[config.mk]
export PLATFORM = sky130hd
export DESIGN_NAME = uart_tx_arbiter
export DESIGN_NICKNAME = d
export VERILOG_FILES = /design/src/rtl/uart_pkg.sv /design/src/rtl/rr_priority_pick.sv /design/src/rtl/uart_tx_arbiter.sv
export SDC_FILE = /design/constraint.sdc
export NUM_CORES = 1
export LEC_CHECK = 0
export CORE_MARGIN = 3
export CORE_UTILIZATION = 45
export DETAILED_ROUTE_END_ITERATION = 7
export PLACE_DENSITY = 0.82
export SLEW_MARGIN = 5
export SYNTH_ARGS = -nofsm -noshare
export SYNTH_HDL_FRONTEND = slang
export SYNTH_SLANG_ARGS = --single-unit
[constraint.sdc]
create_clock -name i_CLK -period 8.5 [get_ports i_CLK]
set_clock_uncertainty 0.1 [all_clocks]
set_input_delay 0.85 -clock i_CLK [delete_from_list [all_inputs] [get_ports i_CLK]]
set_output_delay 0.85 -clock i_CLK [all_outputs]
set_load 0.1 [all_outputs]
[src/rtl/uart_pkg.sv]
// Shared UART definitions: arbiter state encoding, bit timing, line idle level.
package uart_pkg;

  typedef enum logic [1:0] {
    IDLE      = 2'd0,
    ISSUE     = 2'd1,
    WAIT_DONE = 2'd2,
    NEXT      = 2'd3
  } arb_state_t;

  // 115200 baud from the 50 MHz system clock.
  localparam int unsigned c_CYCLES_PER_BIT = 50000000 / 115200;

  localparam logic c_LINE_IDLE = 1'b1;

endpackage

[src/rtl/rr_priority_pick.sv]
// Combinational round-robin pick: first requesting index at or after i_PTR,
// wrapping modulo c_NUM_REQ.
//   i_REQ   request vector
//   i_PTR   starting index (must be < c_NUM_REQ)
//   o_GRANT one-hot of the picked index, zero when nothing requests
//   o_IDX   picked index
//   o_VALID some request was found
module rr_priority_pick
  import uart_pkg::*;
#(
  parameter int unsigned c_NUM_REQ = 4,
  parameter int unsigned c_IDX_W   = (c_NUM_REQ > 1) ? $clog2(c_NUM_REQ) : 1
) (
  input  logic [c_NUM_REQ-1:0] i_REQ,
  input  logic [c_IDX_W-1:0]   i_PTR,
  output logic [c_NUM_REQ-1:0] o_GRANT,
  output logic [c_IDX_W-1:0]   o_IDX,
  output logic                 o_VALID
);

  localparam logic [c_IDX_W-1:0] c_LAST_IDX = c_IDX_W'(c_NUM_REQ - 1);

  always_comb begin
    logic [c_IDX_W-1:0] cand;
    o_GRANT = '0;
    o_IDX   = '0;
    o_VALID = 1'b0;
    cand    = i_PTR;
    for (int unsigned k = 0; k < c_NUM_REQ; k++) begin
      if (!o_VALID && i_REQ[cand]) begin
        o_VALID       = 1'b1;
        o_IDX         = cand;
        o_GRANT[cand] = 1'b1;
      end
      // Explicit wrap so non-power-of-two requester counts work.
      cand = (cand == c_LAST_IDX) ? '0 : cand + 1'b1;
    end
  end

endmodule

[src/rtl/uart_tx_arbiter.sv]
// Shares one UART_TX between c_NUM_REQ packet sources, round-robin per packet.
//   i_CLK, i_RESET_n        clock, synchronous active-low reset
//   i_REQ/i_REQ_DATA/i_REQ_LAST  per-requester byte available, byte lanes, last flag
//   o_REQ_ACK               one-cycle pulse to the owner when its byte is taken
//   o_GRANT                 one-hot current owner, zero when idle
//   o_TX_DV/o_TX_BYTE       start pulse and held byte to UART_TX
//   i_TX_ACTIVE/i_TX_DONE   UART_TX status
//   o_BUSY                  not idle
//   o_TIMEOUT               pulse when an owner's grant is revoked for stalling
module uart_tx_arbiter
  import uart_pkg::*;
#(
  parameter int unsigned c_NUM_REQ        = 4,
  parameter int unsigned c_TIMEOUT_CYCLES = 4096
) (
  input  logic                   i_CLK,
  input  logic                   i_RESET_n,
  input  logic [c_NUM_REQ-1:0]   i_REQ,
  input  logic [8*c_NUM_REQ-1:0] i_REQ_DATA,
  input  logic [c_NUM_REQ-1:0]   i_REQ_LAST,
  output logic [c_NUM_REQ-1:0]   o_REQ_ACK,
  output logic [c_NUM_REQ-1:0]   o_GRANT,
  output logic                   o_TX_DV,
  output logic [7:0]             o_TX_BYTE,
  input  logic                   i_TX_ACTIVE,
  input  logic                   i_TX_DONE,
  output logic                   o_BUSY,
  output logic                   o_TIMEOUT
);

  localparam int unsigned c_IDX_W = (c_NUM_REQ > 1) ? $clog2(c_NUM_REQ) : 1;
  localparam int unsigned c_CNT_W = (c_TIMEOUT_CYCLES > 1) ? $clog2(c_TIMEOUT_CYCLES) : 1;
  localparam logic [c_IDX_W-1:0] c_LAST_IDX = c_IDX_W'(c_NUM_REQ - 1);
  localparam logic [c_CNT_W-1:0] c_CNT_MAX  = c_CNT_W'(c_TIMEOUT_CYCLES - 1);

  arb_state_t             state, state_n;
  logic [c_IDX_W-1:0]     owner, owner_n;
  logic [c_IDX_W-1:0]     rr_ptr, rr_ptr_n;
  logic [c_NUM_REQ-1:0]   grant, grant_n;
  logic [7:0]             tx_byte, tx_byte_n;
  logic                   last_flag, last_flag_n;
  logic [c_CNT_W-1:0]     tout_cnt, tout_cnt_n;
  logic                   timeout, timeout_n;

  logic [7:0]             lane [c_NUM_REQ];
  logic [c_NUM_REQ-1:0]   pick_grant;
  logic [c_IDX_W-1:0]     pick_idx;
  logic                   pick_valid;
  logic [c_IDX_W-1:0]     owner_inc;

  for (genvar g = 0; g < c_NUM_REQ; g++) begin : g_lane
    assign lane[g] = i_REQ_DATA[8*g +: 8];
  end

  assign owner_inc = (owner == c_LAST_IDX) ? '0 : owner + 1'b1;

  rr_priority_pick #(
    .c_NUM_REQ (c_NUM_REQ),
    .c_IDX_W   (c_IDX_W)
  ) u_pick (
    .i_REQ   (i_REQ),
    .i_PTR   (rr_ptr),
    .o_GRANT (pick_grant),
    .o_IDX   (pick_idx),
    .o_VALID (pick_valid)
  );

  always_ff @(posedge i_CLK) begin
    if (!i_RESET_n) begin
      state     <= IDLE;
      owner     <= '0;
      rr_ptr    <= '0;
      grant     <= '0;
      tx_byte   <= '0;
      last_flag <= 1'b0;
      tout_cnt  <= '0;
      timeout   <= 1'b0;
    end else begin
      state     <= state_n;
      owner     <= owner_n;
      rr_ptr    <= rr_ptr_n;
      grant     <= grant_n;
      tx_byte   <= tx_byte_n;
      last_flag <= last_flag_n;
      tout_cnt  <= tout_cnt_n;
      timeout   <= timeout_n;
    end
  end

  // Byte and last flag are captured on the edge entering ISSUE so o_TX_BYTE
  // is already valid alongside the o_TX_DV pulse.
  always_comb begin
    state_n     = state;
    owner_n     = owner;
    rr_ptr_n    = rr_ptr;
    grant_n     = grant;
    tx_byte_n   = tx_byte;
    last_flag_n = last_flag;
    tout_cnt_n  = '0;
    timeout_n   = 1'b0;

    o_TX_DV   = (state == ISSUE);
    o_REQ_ACK = (state == ISSUE) ? grant : '0;
    o_BUSY    = (state != IDLE);
    o_GRANT   = grant;
    o_TX_BYTE = tx_byte;
    o_TIMEOUT = timeout;

    case (state)
      IDLE: begin
        if (pick_valid && !i_TX_ACTIVE) begin
          state_n     = ISSUE;
          owner_n     = pick_idx;
          grant_n     = pick_grant;
          tx_byte_n   = lane[pick_idx];
          last_flag_n = i_REQ_LAST[pick_idx];
        end
      end
      ISSUE: begin
        state_n = WAIT_DONE;
      end
      WAIT_DONE: begin
        if (i_TX_DONE) begin
          if (last_flag) begin
            state_n  = IDLE;
            grant_n  = '0;
            rr_ptr_n = owner_inc;
          end else begin
            state_n = NEXT;
          end
        end
      end
      NEXT: begin
        if (i_REQ[owner]) begin
          // A pending byte is not a stall, even while an external TX blocks issue.
          if (!i_TX_ACTIVE) begin
            state_n     = ISSUE;
            tx_byte_n   = lane[owner];
            last_flag_n = i_REQ_LAST[owner];
          end
        end else if (tout_cnt == c_CNT_MAX) begin
          state_n   = IDLE;
          grant_n   = '0;
          rr_ptr_n  = owner_inc;
          timeout_n = 1'b1;
        end else begin
          tout_cnt_n = tout_cnt + 1'b1;
        end
      end
      default: state_n = IDLE;
    endcase
  end

endmodule
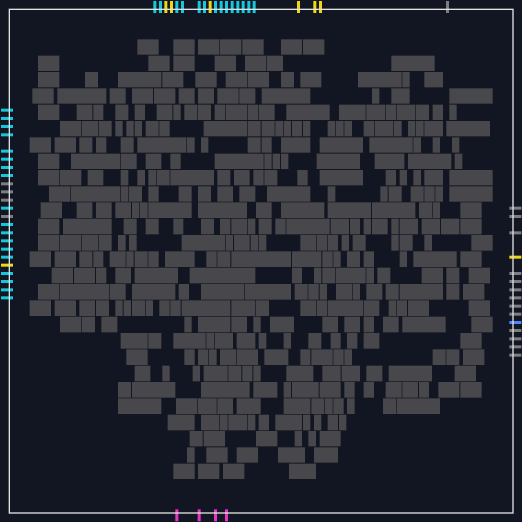
**Above:** pin placement.
Drawn at 6 px/um. Pins as bars across the die edge, other pins in grey.
- `o_TX_BYTE`: yellow (pins 8; direction output; edge 6 top, 1 left, 1 right)
- `i_REQ`: magenta (pins 4; direction input; edge bottom)
- `i_REQ_DATA`: cyan (pins 32; direction input; edge 18 left, 14 top)
- `o_TX_DV`: blue (pins 1; direction output; edge right)
IO Port Bufs: 62
DIE HEIGHT: 83.70 um
DIE WIDTH: 83.70 um

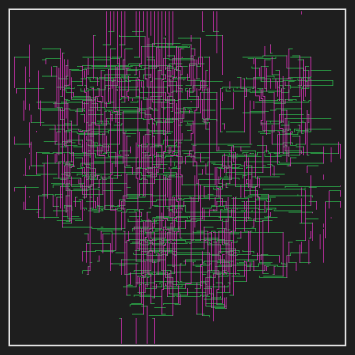
**Above:** wiring by layer.
Drawn at 4 px/um. Only two layers are drawn.
- M1: green (wire length 2920 um)
- M2: magenta (wire length 3440 um)
total number of vias: 2713
detail-routed net length per standard cell: 15.23 um

==> Slide: Implementation Results <==
Synthesis and Place & Route Summary

Run status
  • Outcome: finished clean

Drt
  • Top sig layer: met4
  • Met3 Wirelength: approximately 450 um
  • Number of DRC markers in iteration 0: about 160
  • Routed WL: ~7000 um
  • Drt via density: ~5.9
  • DRC: 0

Min path
  • Hold endpoint: tout_cnt[0]
  • Hold Path Origin: tout_cnt[0]

Layout
  • Max reg flops: 12
  • Leading cell kind: multi-input combinational cells
  • Clock-cell share: around 3.2%
  • Signal buffers: 63
  • Final Util: approximately three fifths
  • Sequential Area: 640.6 um2

Timing
  • Final Worst Setup Slack: slightly below 5 ns
  • Post-route minimum period: ~3.7 ns

Worst setup path
  • CP Class: flop to flop
  • Register-to-Register Path Depth: 8
  • R2R Setup Slk: 4.80 ns
  • Worst Setup Start Kind: flop
  • Endpoint class of the critical path: flop
  • Terminus of the critical flop-to-flop path: o_TX_BYTE[4]

GRT
  • Vias in the first global route: between 2000 and 3000
  • Global-route wire length before repair: 12160 um
  • Largest net degree at the start of global routing: 38

Logic synthesis
  • Synth Seq Share: 23.58%
  • Synthesized instance count: 339
  • Area share, top type: 23.58%
  • Most common cell in the netlist: nand2_1
  • Post-Synth AOI/OAI Area: 26.72%
  • Adders+Majority by Area: around 4.1%
  • Yosys Warn Count: 0

Power and ir drop
  • Pwr Total: 479.7 uW
  • P_leak: 1.219 nW
  • Worst IR Drop VDD: around 120 uV
  • Top pwr grp: registers
  • Switching share of total power: between 30 and 40%
  • Combinational power share: between 30 and 40%

Clocking
  • H-tree levels: 2
  • Clock sink count: 32
  • Hold Buf Count CTS: 0
  • PostCTS Resize Cnt: 0
  • CTS tree: built
  • CTS Root Cell: clkbuf_8

Run
  • Max-cap violation count: 0

Placed design
  • Dpl hpwl: approximately 5000 um
  • Placed Area: around 3300 um2

Die
  • Initial Util: 47.86%
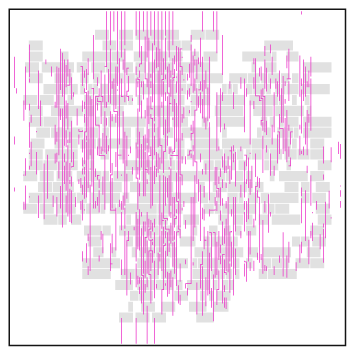
**Above:** M2 wires.
Drawn at 4 px/um.
- share of all routed wire: 49%
- main direction: vertical
- longest straight run: 37.7 um

Power is estimated from default activity; no workload was simulated.
